--- src/rtl/ua_booth_mult_if.sv ---
`default_nettype none
// ============================================================================
//  Module      : ua_booth_mult_if
//  Description : y-signal bundle between the Booth control automaton (master)
//                and the multiplication datapath (slave). The abort line is
//                present only when UA_ABORT_EN is defined.
//  Revision    : 1.0  initial release
// ============================================================================
interface ua_booth_mult_if;
   logic start;
   logic rb0;
   logic q1;
`ifdef UA_ABORT_EN
   logic abort;
`endif
   logic y1;
   logic y2;
   logic y3;
   logic y4;
   logic y5;
   logic y6;
   logic y7;
   logic p0;
   logic busy;
   logic done;

   modport master (
      input  start, rb0, q1,
`ifdef UA_ABORT_EN
      input  abort,
`endif
      output y1, y2, y3, y4, y5, y6, y7, p0, busy, done
   );

   modport slave (
      output start, rb0, q1,
`ifdef UA_ABORT_EN
      output abort,
`endif
      input  y1, y2, y3, y4, y5, y6, y7, p0, busy, done
   );
endinterface
`default_nettype wire

--- src/rtl/ua_booth_mult.sv ---
`default_nettype none
// ============================================================================
//  Module      : ua_booth_mult
//  Description : Moore control automaton for a signed radix-2 Booth
//                multiplier datapath. Sequences operand loads, +/-RA
//                selection, accumulator write-back and the arithmetic shift
//                for N iterations. Optional macro UA_ABORT_EN adds an abort
//                input that returns the FSM to IDLE from any busy state.
//  Revision    : 1.0  initial release
// ============================================================================
module ua_booth_mult #(
   parameter int N = 4
) (
   input  wire logic          clk,
   input  wire logic          rst,
   ua_booth_mult_if.master    bus
);

   localparam int              CW    = $clog2(N + 1);
   localparam logic [CW-1:0]   C_N   = CW'(N);
   localparam logic [CW-1:0]   C_ONE = CW'(1);

   typedef enum logic [2:0] {
      S_IDLE  = 3'd0,
      S_LOAD  = 3'd1,
      S_CHECK = 3'd2,
      S_ADDP  = 3'd3,
      S_ADDM  = 3'd4,
      S_SHIFT = 3'd5,
      S_DONE  = 3'd6
   } state_t;

   state_t          r_state;
   state_t          w_next;
   logic [CW-1:0]   r_cnt;
   logic [CW-1:0]   w_cnt_next;
   logic [CW-1:0]   w_cnt_dec;
   logic            w_abort;

`ifdef UA_ABORT_EN
   assign w_abort = bus.abort;
`else
   assign w_abort = 1'b0;
`endif

   assign w_cnt_dec = r_cnt - C_ONE;

   // State and iteration-counter registers.
   always_ff @(posedge clk) begin
      if (rst) begin
         r_state <= S_IDLE;
         r_cnt   <= '0;
      end else begin
         r_state <= w_next;
         r_cnt   <= w_cnt_next;
      end
   end

   // Next-state and next-count decode; abort overrides any busy state.
   always_comb begin
      w_next     = r_state;
      w_cnt_next = r_cnt;
      case (r_state)
         S_IDLE: begin
            if (bus.start) w_next = S_LOAD;
         end
         S_LOAD: begin
            w_cnt_next = C_N;
            w_next     = S_CHECK;
         end
         S_CHECK: begin
            case ({bus.rb0, bus.q1})
               2'b10:   w_next = S_ADDM;
               2'b01:   w_next = S_ADDP;
               default: w_next = S_SHIFT;
            endcase
         end
         S_ADDP:  w_next = S_SHIFT;
         S_ADDM:  w_next = S_SHIFT;
         S_SHIFT: begin
            w_cnt_next = w_cnt_dec;
            w_next     = (w_cnt_dec == '0) ? S_DONE : S_CHECK;
         end
         S_DONE:  w_next = S_IDLE;
         default: begin
            w_next     = S_IDLE;
            w_cnt_next = '0;
         end
      endcase
      if (w_abort && (r_state != S_IDLE)) begin
         w_next     = S_IDLE;
         w_cnt_next = '0;
      end
   end

   // Moore outputs: pure decode of the state register.
   always_comb begin
      bus.y1   = 1'b0;
      bus.y2   = 1'b0;
      bus.y3   = 1'b0;
      bus.y4   = 1'b0;
      bus.y5   = 1'b0;
      bus.y6   = 1'b0;
      bus.y7   = 1'b0;
      bus.p0   = 1'b0;
      bus.done = 1'b0;
      bus.busy = (r_state != S_IDLE);
      case (r_state)
         S_LOAD: begin
            bus.y1 = 1'b1;
            bus.y2 = 1'b1;
            bus.y3 = 1'b1;
         end
         S_ADDP: begin
            bus.y4 = 1'b1;
            bus.y6 = 1'b1;
         end
         // p0 supplies the +1 that turns ~RA into -RA.
         S_ADDM: begin
            bus.y5 = 1'b1;
            bus.y6 = 1'b1;
            bus.p0 = 1'b1;
         end
         S_SHIFT: bus.y7   = 1'b1;
         S_DONE:  bus.done = 1'b1;
         default: ;
      endcase
   end

endmodule
`default_nettype wire

--- src/flat_wrapper.sv ---
// flat-port wrapper written by rule: the top's interface ports become plain ports
module ua_booth_mult_flat 
#(
   parameter int N = 4
)
  (clk, rst, bus_start, bus_rb0, bus_q1, bus_y1, bus_y2, bus_y3, bus_y4, bus_y5, bus_y6, bus_y7, bus_p0, bus_busy, bus_done);
  ua_booth_mult_if bus_i ();
  input  wire logic clk;
  input  wire logic rst;
  input wire logic [$bits(bus_i.start)-1:0] bus_start;
  input wire logic [$bits(bus_i.rb0)-1:0] bus_rb0;
  input wire logic [$bits(bus_i.q1)-1:0] bus_q1;
  output wire logic [$bits(bus_i.y1)-1:0] bus_y1;
  output wire logic [$bits(bus_i.y2)-1:0] bus_y2;
  output wire logic [$bits(bus_i.y3)-1:0] bus_y3;
  output wire logic [$bits(bus_i.y4)-1:0] bus_y4;
  output wire logic [$bits(bus_i.y5)-1:0] bus_y5;
  output wire logic [$bits(bus_i.y6)-1:0] bus_y6;
  output wire logic [$bits(bus_i.y7)-1:0] bus_y7;
  output wire logic [$bits(bus_i.p0)-1:0] bus_p0;
  output wire logic [$bits(bus_i.busy)-1:0] bus_busy;
  output wire logic [$bits(bus_i.done)-1:0] bus_done;
  assign bus_i.start = bus_start;
  assign bus_i.rb0 = bus_rb0;
  assign bus_i.q1 = bus_q1;
  assign bus_y1 = bus_i.y1;
  assign bus_y2 = bus_i.y2;
  assign bus_y3 = bus_i.y3;
  assign bus_y4 = bus_i.y4;
  assign bus_y5 = bus_i.y5;
  assign bus_y6 = bus_i.y6;
  assign bus_y7 = bus_i.y7;
  assign bus_p0 = bus_i.p0;
  assign bus_busy = bus_i.busy;
  assign bus_done = bus_i.done;
  ua_booth_mult #(.N(N)) u_core (.clk(clk), .rst(rst), .bus(bus_i));
endmodule
--- config.mk ---
export PLATFORM = sky130hd
export DESIGN_NAME = ua_booth_mult_flat
export DESIGN_NICKNAME = d
export VERILOG_FILES = /design/src/rtl/ua_booth_mult_if.sv /design/src/rtl/ua_booth_mult.sv /design/src/flat_wrapper.sv
export SDC_FILE = /design/constraint.sdc
export NUM_CORES = 1
export LEC_CHECK = 0
export CORE_AREA = 3 3 40 42
export CTS_BUF_LIST = sky130_fd_sc_hd__clkbuf_8
export DETAILED_ROUTE_END_ITERATION = 8
export DIE_AREA = 0 0 43 45
export GPL_TIMING_DRIVEN = 0
export PLACE_DENSITY_LB_ADDON = 0.2
export SKIP_CTS_REPAIR_TIMING = 1
export SYNTH_ARGS = -nofsm -noshare
export SYNTH_HDL_FRONTEND = slang
export SYNTH_SLANG_ARGS = --single-unit
--- constraint.sdc ---
create_clock -name clk -period 1.15 [get_ports clk]
set_input_delay 0.115 -clock clk [delete_from_list [all_inputs] [get_ports clk]]
set_output_delay 0.115 -clock clk [all_outputs]
set_load 0.02 [all_outputs]
==> images/gates.png <==
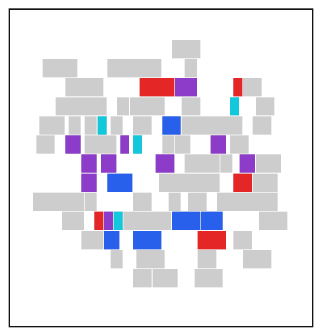
| colour | family | cells |
|---|---|---|
| red | nor cells | 5 |
| blue | and/or cells | 6 |
| purple | nand cells | 10 |
| cyan | inv cells | 4 |

==> images/m3.png <==
Scale bar: 10 µm.
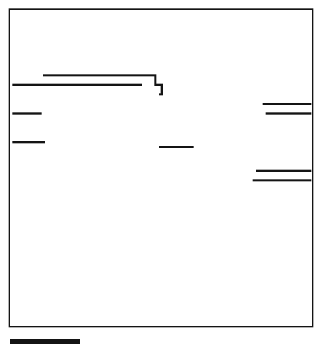
main direction: horizontal
wire length on this layer: 79.3 µm
longest straight run: 18.2 µm
nets with wire on the layer: 8

==> flow_summary_export.csv <==
group,metric,value,unit
setup_path,timing.critical_path.arrival,1250,ps
power,power_frac_seq,30.6,%
yosys,fp_nets,55,
power,largestPowerGroup,"the clock network",
yosys,synth_xor_xnor_area_share,0,%
min_path,hold-path-endpoint,"u_core.r_cnt[1]",
sta,postLayoutSetupSlackWorst,-210,ps
clocking,cts.root.buffer_cell,"sky130_fd_sc_hd__clkbuf_8",
floorplanning,initial_utilization,30.7,%
yosys,post_synth.cell_area_avg,8.21,µm²
setup_path,cp_data_required_time,1030,ps
floorplanning,floorplan.rows,13,
grt,grt_util_met1,11.9,%
drt,firstDrtPassIters,4,
yosys,mappedNetlistArea,394,µm²
placed_design,cells_after_dpl,77,
yosys,synthFlopType,"sky130_fd_sc_hd__dfxtp_1",
yosys,synthDistinctLibCells,22,
power,combinationalPowerShare,30.1,%
final_layout,area.share.combinational,39.7,%
yosys,most_common_cell,"sky130_fd_sc_hd__dfxtp_1",
power,pg_seq,242,µW
drt,met3WireLength,79,µm
grt,global_route.peak_usage_layer,"met2",
min_path,hold_path.startpoint,"u_core.r_cnt[1]",
grt,grt_use_met2,17.7,%
status,violations_in_the_final_reports,"setup timing",
setup_path,path_common_cell,"sky130_fd_sc_hd__buf_6",
setup_path,worst_r2r_endpoint,"u_core.r_state[0]",
drt,top_layer,"met3",
final_layout,fin_area,671,µm²
clocking,ctsLongestPathBuffers,2,
final_layout,nNonClkBuffers,23,
power,clock_power_share,39.3,%
yosys,edf_count,0,
final_layout,seq_area_share,19.8,%
yosys,synth_seq_share,30.5,%
final_layout,design.seq.count,6,
power,total_power,790,µW
clocking,worst_skew_pair.late_latency,220,ps
status,run_status,"complete, but fails checks",
sta,finalSetupViolCount,10,
placed_design,post_dp_cell_area,566,µm²
floorplanning,total_die_area,1940,µm²
floorplanning,dieHeight,45,µm
final_layout,antenna_diode_count,0,
Power figures rest on the tool's default switching activity, not on a simulated workload.
